===== src/rtl/fetch_pc_gen_pkg.sv =====
// Shared types and constants for the fetch-stage PC generator.
// Optional FETCH_PERF_EN adds performance counters in the top level.
package fetch_pc_gen_pkg;

    typedef logic [31:0] addr_t;

    typedef enum logic {
        SEQ     = 1'b0,
        WAIT_DS = 1'b1
    } fetch_state_t;

    localparam int unsigned FETCH_GROUP_BYTES = 8;

    // Start of the next aligned fetch group; wraps from 32'hffff_fff8 to 0.
    function automatic addr_t seq_pc(input addr_t pc);
        addr_t base;
        base = {pc[31:3], 3'b000};
        return base + addr_t'(FETCH_GROUP_BYTES);
    endfunction

endpackage


===== src/rtl/fetch_pc_gen_if.sv =====
// Fetch request, predictor and redirect signals shared by the PC generator
// and its neighbours (I-cache, branch predictor, execute, exception unit).
interface fetch_pc_gen_if;
    import fetch_pc_gen_pkg::*;

    logic  ireq_valid;
    addr_t ireq_addr;
    logic  ireq_ready;
    addr_t f1_pc;
    logic  f1_taken;
    logic  pos;
    addr_t pre_pc;
    logic  f1_ds_only;
    logic  f1_pred_taken;
    addr_t f1_pred_target;
    logic  exe_redir;
    addr_t exe_redir_pc;
    logic  excp_redir;
    addr_t excp_redir_pc;

    modport master (
        output ireq_valid, ireq_addr, f1_pc, f1_ds_only, f1_pred_taken, f1_pred_target,
        input  ireq_ready, f1_taken, pos, pre_pc, exe_redir, exe_redir_pc,
               excp_redir, excp_redir_pc
    );

    modport slave (
        input  ireq_valid, ireq_addr, f1_pc, f1_ds_only, f1_pred_taken, f1_pred_target,
        output ireq_ready, f1_taken, pos, pre_pc, exe_redir, exe_redir_pc,
               excp_redir, excp_redir_pc
    );

endinterface


===== src/rtl/fetch_pc_gen_perf_cnt.sv =====
// Prediction / execute-redirect event counters; only built when FETCH_PERF_EN
// is defined. Counters wrap and clear on synchronous reset.
`ifdef FETCH_PERF_EN
module fetch_perf_cnt (
    input  logic        clk,
    input  logic        reset,
    input  logic        i_pred_inc,
    input  logic        i_redir_inc,
    output logic [31:0] o_pred_cnt,
    output logic [31:0] o_redir_cnt
);

    logic [31:0] r_pred_cnt;
    logic [31:0] r_redir_cnt;

    always_ff @(posedge clk) begin
        if (reset) begin
            r_pred_cnt  <= '0;
            r_redir_cnt <= '0;
        end else begin
            if (i_pred_inc)  r_pred_cnt  <= r_pred_cnt + 32'd1;
            if (i_redir_inc) r_redir_cnt <= r_redir_cnt + 32'd1;
        end
    end

    assign o_pred_cnt  = r_pred_cnt;
    assign o_redir_cnt = r_redir_cnt;

endmodule
`endif


===== src/rtl/fetch_pc_gen.sv =====
// Fetch-stage PC generator: next-PC selection with MIPS delay-slot handling.
// Define FETCH_PERF_EN to add perf_pred_cnt / perf_redir_cnt outputs.
module fetch_pc_gen
    import fetch_pc_gen_pkg::*;
#(
    parameter addr_t RESET_PC = 32'hbfc0_0000
) (
    input  logic          clk,
    input  logic          reset,
    fetch_pc_gen_if.master bus
`ifdef FETCH_PERF_EN
    ,
    output logic [31:0]   perf_pred_cnt,
    output logic [31:0]   perf_redir_cnt
`endif
);

    fetch_state_t r_state;
    fetch_state_t w_next_state;
    addr_t        r_pc;
    addr_t        w_next_pc;
    addr_t        r_tgt;
    addr_t        w_next_tgt;
    logic         r_valid;
    logic         w_accept;
    logic         w_pred_taken;
    addr_t        w_pred_target;
    addr_t        w_seq_pc;

    assign w_accept = r_valid & bus.ireq_ready;
    assign w_seq_pc = seq_pc(r_pc);

    always_ff @(posedge clk) begin
        if (reset) begin
            r_state <= SEQ;
            r_pc    <= RESET_PC;
            r_tgt   <= '0;
            r_valid <= 1'b0;
        end else begin
            r_state <= w_next_state;
            r_pc    <= w_next_pc;
            r_tgt   <= w_next_tgt;
            r_valid <= 1'b1;
        end
    end

    // Redirects win over the handshake; a stalled request simply holds everything.
    always_comb begin
        w_next_state  = r_state;
        w_next_pc     = r_pc;
        w_next_tgt    = r_tgt;
        w_pred_taken  = 1'b0;
        w_pred_target = '0;

        if (bus.excp_redir) begin
            w_next_pc    = bus.excp_redir_pc;
            w_next_state = SEQ;
            w_next_tgt   = '0;
        end else if (bus.exe_redir) begin
            w_next_pc    = bus.exe_redir_pc;
            w_next_state = SEQ;
            w_next_tgt   = '0;
        end else if (w_accept) begin
            case (r_state)
                SEQ: begin
                    w_next_pc = w_seq_pc;
                    if (bus.f1_taken && bus.pos && !r_pc[2]) begin
                        w_next_pc     = bus.pre_pc;
                        w_pred_taken  = 1'b1;
                        w_pred_target = bus.pre_pc;
                    end else if (bus.f1_taken) begin
                        // Delay slot lives in the next group: fetch it before jumping.
                        w_next_tgt   = bus.pre_pc;
                        w_next_state = WAIT_DS;
                    end
                end
                WAIT_DS: begin
                    w_next_pc     = r_tgt;
                    w_next_tgt    = '0;
                    w_next_state  = SEQ;
                    w_pred_taken  = 1'b1;
                    w_pred_target = r_tgt;
                end
                default: begin
                    w_next_state = SEQ;
                end
            endcase
        end
    end

    assign bus.ireq_valid     = r_valid;
    assign bus.ireq_addr      = r_pc;
    assign bus.f1_pc          = r_pc;
    assign bus.f1_ds_only     = (r_state == WAIT_DS);
    assign bus.f1_pred_taken  = w_pred_taken;
    assign bus.f1_pred_target = w_pred_target;

`ifdef FETCH_PERF_EN
    fetch_perf_cnt u_perf (
        .clk         (clk),
        .reset       (reset),
        .i_pred_inc  (w_pred_taken),
        .i_redir_inc (bus.exe_redir),
        .o_pred_cnt  (perf_pred_cnt),
        .o_redir_cnt (perf_redir_cnt)
    );
`endif

endmodule


===== src/flat_wrapper.sv =====
// flat-port wrapper written by rule: the top's interface ports become plain ports
module fetch_pc_gen_flat import fetch_pc_gen_pkg::*;
#(
    parameter addr_t RESET_PC = 32'hbfc0_0000
)
  (clk, reset, bus_ireq_valid, bus_ireq_addr, bus_f1_pc, bus_f1_ds_only, bus_f1_pred_taken, bus_f1_pred_target, bus_ireq_ready, bus_f1_taken, bus_pos, bus_pre_pc, bus_exe_redir, bus_exe_redir_pc, bus_excp_redir, bus_excp_redir_pc);
  fetch_pc_gen_if bus_i ();
  input  logic clk;
  input  logic reset;
  output wire logic [$bits(bus_i.ireq_valid)-1:0] bus_ireq_valid;
  output wire logic [$bits(bus_i.ireq_addr)-1:0] bus_ireq_addr;
  output wire logic [$bits(bus_i.f1_pc)-1:0] bus_f1_pc;
  output wire logic [$bits(bus_i.f1_ds_only)-1:0] bus_f1_ds_only;
  output wire logic [$bits(bus_i.f1_pred_taken)-1:0] bus_f1_pred_taken;
  output wire logic [$bits(bus_i.f1_pred_target)-1:0] bus_f1_pred_target;
  input wire logic [$bits(bus_i.ireq_ready)-1:0] bus_ireq_ready;
  input wire logic [$bits(bus_i.f1_taken)-1:0] bus_f1_taken;
  input wire logic [$bits(bus_i.pos)-1:0] bus_pos;
  input wire logic [$bits(bus_i.pre_pc)-1:0] bus_pre_pc;
  input wire logic [$bits(bus_i.exe_redir)-1:0] bus_exe_redir;
  input wire logic [$bits(bus_i.exe_redir_pc)-1:0] bus_exe_redir_pc;
  input wire logic [$bits(bus_i.excp_redir)-1:0] bus_excp_redir;
  input wire logic [$bits(bus_i.excp_redir_pc)-1:0] bus_excp_redir_pc;
  assign bus_ireq_valid = bus_i.ireq_valid;
  assign bus_ireq_addr = bus_i.ireq_addr;
  assign bus_f1_pc = bus_i.f1_pc;
  assign bus_f1_ds_only = bus_i.f1_ds_only;
  assign bus_f1_pred_taken = bus_i.f1_pred_taken;
  assign bus_f1_pred_target = bus_i.f1_pred_target;
  assign bus_i.ireq_ready = bus_ireq_ready;
  assign bus_i.f1_taken = bus_f1_taken;
  assign bus_i.pos = bus_pos;
  assign bus_i.pre_pc = bus_pre_pc;
  assign bus_i.exe_redir = bus_exe_redir;
  assign bus_i.exe_redir_pc = bus_exe_redir_pc;
  assign bus_i.excp_redir = bus_excp_redir;
  assign bus_i.excp_redir_pc = bus_excp_redir_pc;
  fetch_pc_gen #(.RESET_PC(RESET_PC)) u_core (.clk(clk), .reset(reset), .bus(bus_i));
endmodule

===== config.mk =====
export PLATFORM = sky130hd
export DESIGN_NAME = fetch_pc_gen_flat
export DESIGN_NICKNAME = d
export VERILOG_FILES = /design/src/rtl/fetch_pc_gen_pkg.sv /design/src/rtl/fetch_pc_gen_if.sv /design/src/rtl/fetch_pc_gen_perf_cnt.sv /design/src/rtl/fetch_pc_gen.sv /design/src/flat_wrapper.sv
export SDC_FILE = /design/constraint.sdc
export NUM_CORES = 1
export LEC_CHECK = 0
export ABC_AREA = 1
export CAP_MARGIN = 20
export CELL_PAD_IN_SITES_DETAIL_PLACEMENT = 2
export CELL_PAD_IN_SITES_GLOBAL_PLACEMENT = 2
export CORE_ASPECT_RATIO = 0.9
export CORE_MARGIN = 5
export CORE_UTILIZATION = 23
export CTS_CLUSTER_DIAMETER = 120
export DETAILED_ROUTE_END_ITERATION = 10
export PLACE_DENSITY = 0.84
export SETUP_SLACK_MARGIN = 0.05
export SLEW_MARGIN = 40
export SYNTH_ARGS = -nofsm -noshare
export SYNTH_HDL_FRONTEND = slang
export SYNTH_SLANG_ARGS = --single-unit

===== constraint.sdc =====
create_clock -name clk -period 3.09 [get_ports clk]
set_input_delay 0.618 -clock clk [delete_from_list [all_inputs] [get_ports clk]]
set_output_delay 0.618 -clock clk [all_outputs]
set_load 0.03 [all_outputs]

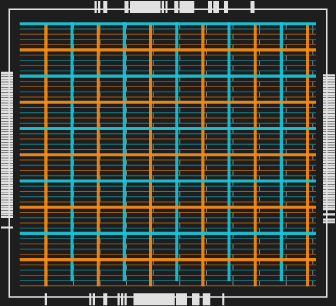
(PDN straps and rails)
Pins as bars on the die edge. Tap cells in grey.
- orange: VSS
- cyan: VDD
- met5 straps: 10
- rows: 50
- met1 rails: 51
- signal pins: 202
- met4 straps: 11

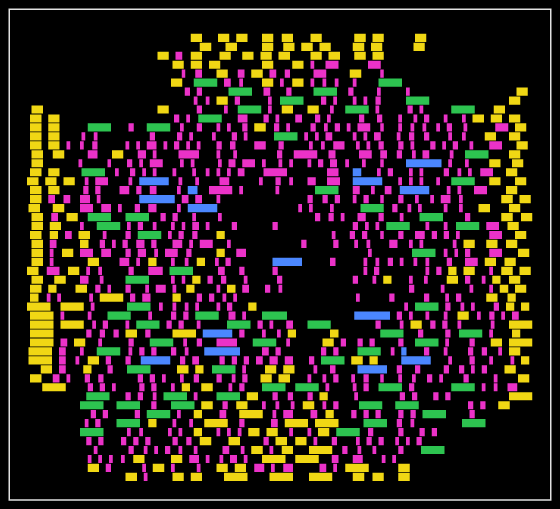
(placed cells, one colour a class)
- magenta: combinational and other logic (cells 646)
- green: sequential cells (cells 66)
- blue: clock drivers and dummy loads (cells 16)
- yellow: remaining buffers and delay cells (cells 227)

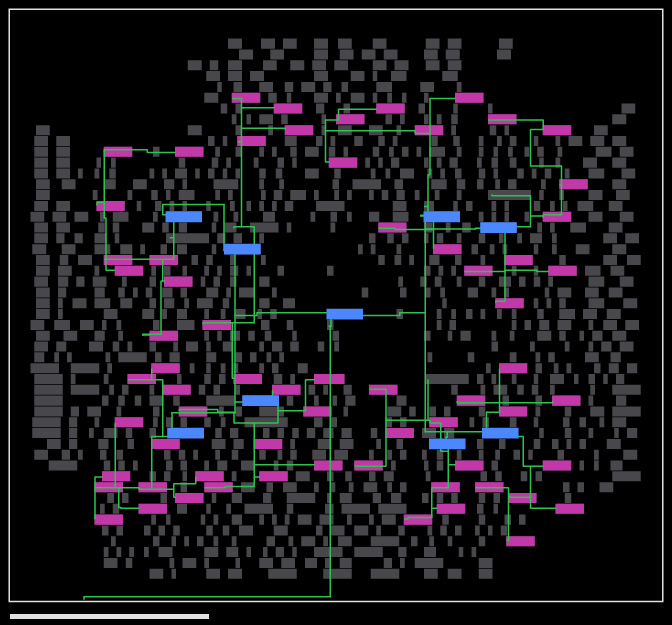
(routed clock nets over the placement)
Bar = 50 um.
- blue: clock drivers (count 9)
- green: clock wires (length 1270 um)
- magenta: flip-flops (count 66)
- routed clock nets: 10
- flops lie: spread over the die

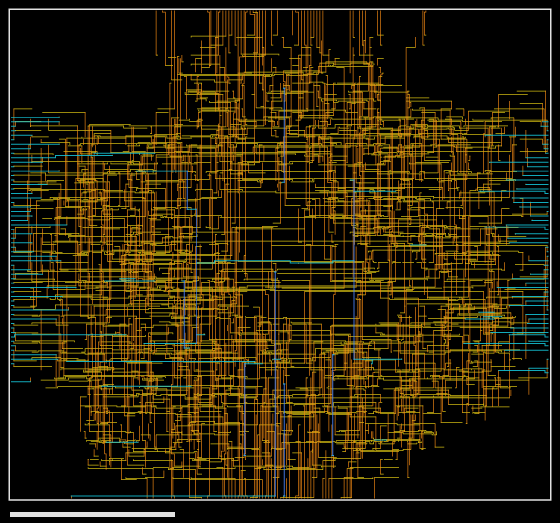
(signal wires by layer)
Bar = 50 um.
- cyan: metal 3 (wire length 1180 um)
- yellow: metal 1 (wire length 10900 um)
- orange: metal 2 (wire length 12400 um)
- blue: metal 4 (wire length 316 um)

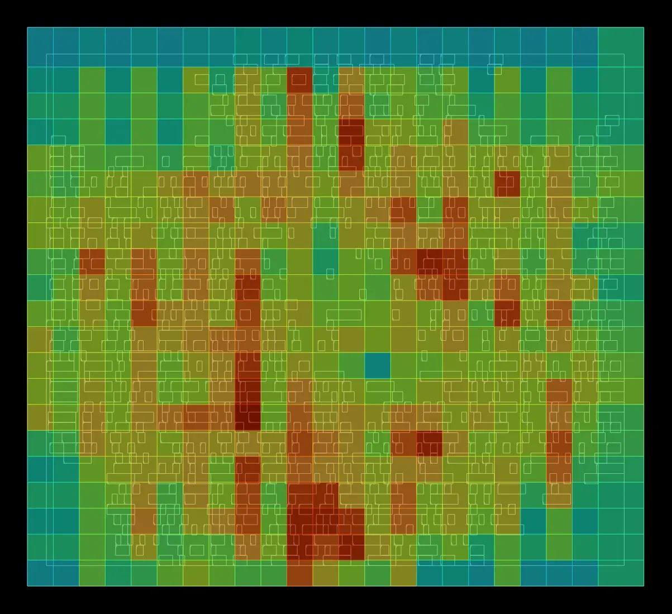
(routing congestion)
GRT met3 Usage: 3.824%
Avg WL per Cell: 20.02 um

==> impl_metrics.py <==
# Auto-generated metrics
metrics = {
    "drt": {
        "m1WireLength_um": 10930,
        "ant_nets": 0,
        "met2RoutedLength_um": 12430,
        "dr.max_layer_used": "met4",
        "firstDrtPassIters": 5,
        "drc_errors": 0,
        "drt_iter0_markers": 308,
        "wl_met3_um": 1180,
        "drt_wl_total_um": 24850,
        "via_per_inst": 4.873,
    },
    "synthesis": {
        "synth_area_um2": 4905,
        "ys_sh_adder_pct": 0.2551,
        "synth_warnings": 0,
        "common_cells": "nand2_1, a21oi_1, inv_1",
        "netlist.top_cell.by_area": "dfxtp_1",
        "syn_nets": 892,
        "ys_ff": 66,
        "ys_top_logic_family": "simple AND/OR/NAND/NOR gates",
        "ys_sh_simple_pct": 32.76,
        "async_flop_share_pct": 0,
        "edf_count": 0,
        "ys_top_cells_by_area": "dfxtp_1, nand2_1, a21oi_1",
        "top_cell": "nand2_1",
        "ys_seq_share_pct": 26.94,
        "syn_area_per_cell_um2": 6.224,
        "ys_sh_xor_pct": 0.8929,
        "synthCells": 788,
        "flop_cell": "dfxtp_1",
        "ys_types": 38,
        "muxShareOfSynthArea_pct": 0,
        "yosys-stat-cells": 788,
        "ys_sh_aoi_pct": 22.42,
        "top_area_share_pct": 26.94,
    },
    "global_routing": {
        "grt_pass1_vias": 6431,
        "grt_pass1_wl_um": 37340,
        "top_usage_layer": "met2",
        "grt_use_met2_pct": 34.71,
        "grt_use_total_pct": 19.74,
        "antenna_found_initial": 0,
        "grt_max_degree": 35,
        "use_met1_pct": 25.14,
    },
    "clock_tree": {
        "clock_path_buffers": 2,
        "postCtsSetupBuffers": 0,
        "cts_tree": "built",
        "insertion_delay_ns": 0.34,
        "hold_buffers": 0,
        "path_clk_slew_ns": 0.06,
        "cts_resized": 7,
        "htree_levels": 3,
        "numClockSinks": 66,
        "cts_buffers": 9,
    },
    "power_and_ir_drop": {
        "p_leak_nw": 3.233,
        "finalPower_mw": 3.124,
        "p_switching_mw": 0.9926,
        "cellPowerDensity_nw_per_um2": 404.4,
        "p_comb_share_pct": 27.0,
        "internal-power_mw": 2.132,
        "power_frac_clock_pct": 41.9,
        "swShare_pct": 31.77,
    },
    "worst_setup_path": {
        "crit_arrival_ns": 2.37,
        "reg2reg_depth": 10,
        "end_kind": "output port",
        "startpoint_type": "input pin",
        "r2r_end": "u_core.bus.f1_pc[29]",
        "r2r-start": "u_core.bus.f1_pc[3]",
        "crit_start": "bus_pos",
        "cp-endpoint": "bus_f1_pred_target[19]",
        "crit_required_ns": 2.47,
        "r2r_slack_ns": 0.92,
        "criticalPathCategory": "in2out",
    },
    "cells_and_area": {
        "seq_area_um2": 1323,
        "clk_share_pct": 4.746,
        "area_growth_pct": 57.50,
        "nonClkBufAreaFrac_pct": 31.71,
        "instances_no_fill": 1241,
        "nets": 1054,
        "layout.cells.most_common": "clkdlybuf4s50_1",
        "comb_share_pct": 36.67,
        "fillers": 2486,
        "num-multi-input-gates": 545,
        "logic_area_um2": 2833,
        "biggestCellCategory": "combinational gates",
        "seq_area_share_pct": 17.12,
        "clockBufferCount": 9,
        "flops": 66,
        "drive_gt1_share_pct": 15.71,
        "n_antenna_cell": 0,
        "stdcell_area_um2": 7725,
        "fin_util_pct": 36.97,
        "layout_top_cells": "clkdlybuf4s50_1, nand2_1, inv_1",
    },
    "floorplan": {
        "rows": 50,
        "fp-utilization_pct": 23.47,
        "die_area_um2": 24350,
        "core_area_um2": 20900,
        "ios": 202,
        "taps": 286,
    },
    "final_timing": {
        "worst_pin_slew_ns": 0.5630,
        "setup_viol": 0,
        "fin_crit_ns": 2.984,
        "hold_viol_final": 0,
        "fin_crit_sh_pct": 96.56,
        "slew_violations": 0,
        "fin_worst_skew_ns": 0.004083,
        "setup_slack_ns": 0.1062,
        "totalNegativeSetupSlack_ns": 0,
        "fmax_mhz": 335.1,
        "max-slew-margin-rel_pct": 62.42,
        "rsz0062_at_grt": "no",
        "whs_ns": 0.4843,
    },
    "outcome": {
        "outcome": "finished clean",
    },
    "placement": {
        "dpl_cell_area_um2": 7268,
        "dp_hpwl_um": 18750,
        "place_congestion": 0.8165,
        "place_ws_ns": -0.06289,
        "port_buffers": 201,
        "placed_cells": 1224,
    },
    "hold_path": {
        "hold_start": "u_core.r_tgt[8]",
        "holdPathStages": 2,
        "holdPathEnd": "u_core.r_tgt[8]",
        "hold_path.class": "reg2reg",
    },
    "run": {
        "warning_count": 27,
        "cap_violations": 0,
    },
}
==> critical path: stages <==
cell             delay (ns)
clkdlybuf4s50_1        0.45
nand2_1                0.08
nor2_2                 0.19
inv_2                  0.10
nand2_2                0.08
inv_2                  0.06
nor2_4                 0.16
bufinv_8               0.27
nor2_1                 0.19
buf_12                 0.15
==> registers in the layout, summed over array words and instances, names as in the netlist <==
| name | count |
|---|---|
| u_core.bus.f1_pc | 32 |
| u_core.bus.ireq_valid | 1 |
| u_core.r_tgt | 32 |
| u_core.bus.f1_ds_only | 1 |
==> power by group through the flow <==
stage               combinational (mW)  clock [mW]  sequential (mW)
floorplan                        0.400           0             1.04
global placement                 0.824           0            0.988
detailed placement               0.838           0            0.990
CTS                              0.848        1.32            0.972
global route                     0.901        1.37            0.981
finish                           0.845        1.31            0.971
No activity file was given, so power comes from the tool's default toggle rates.
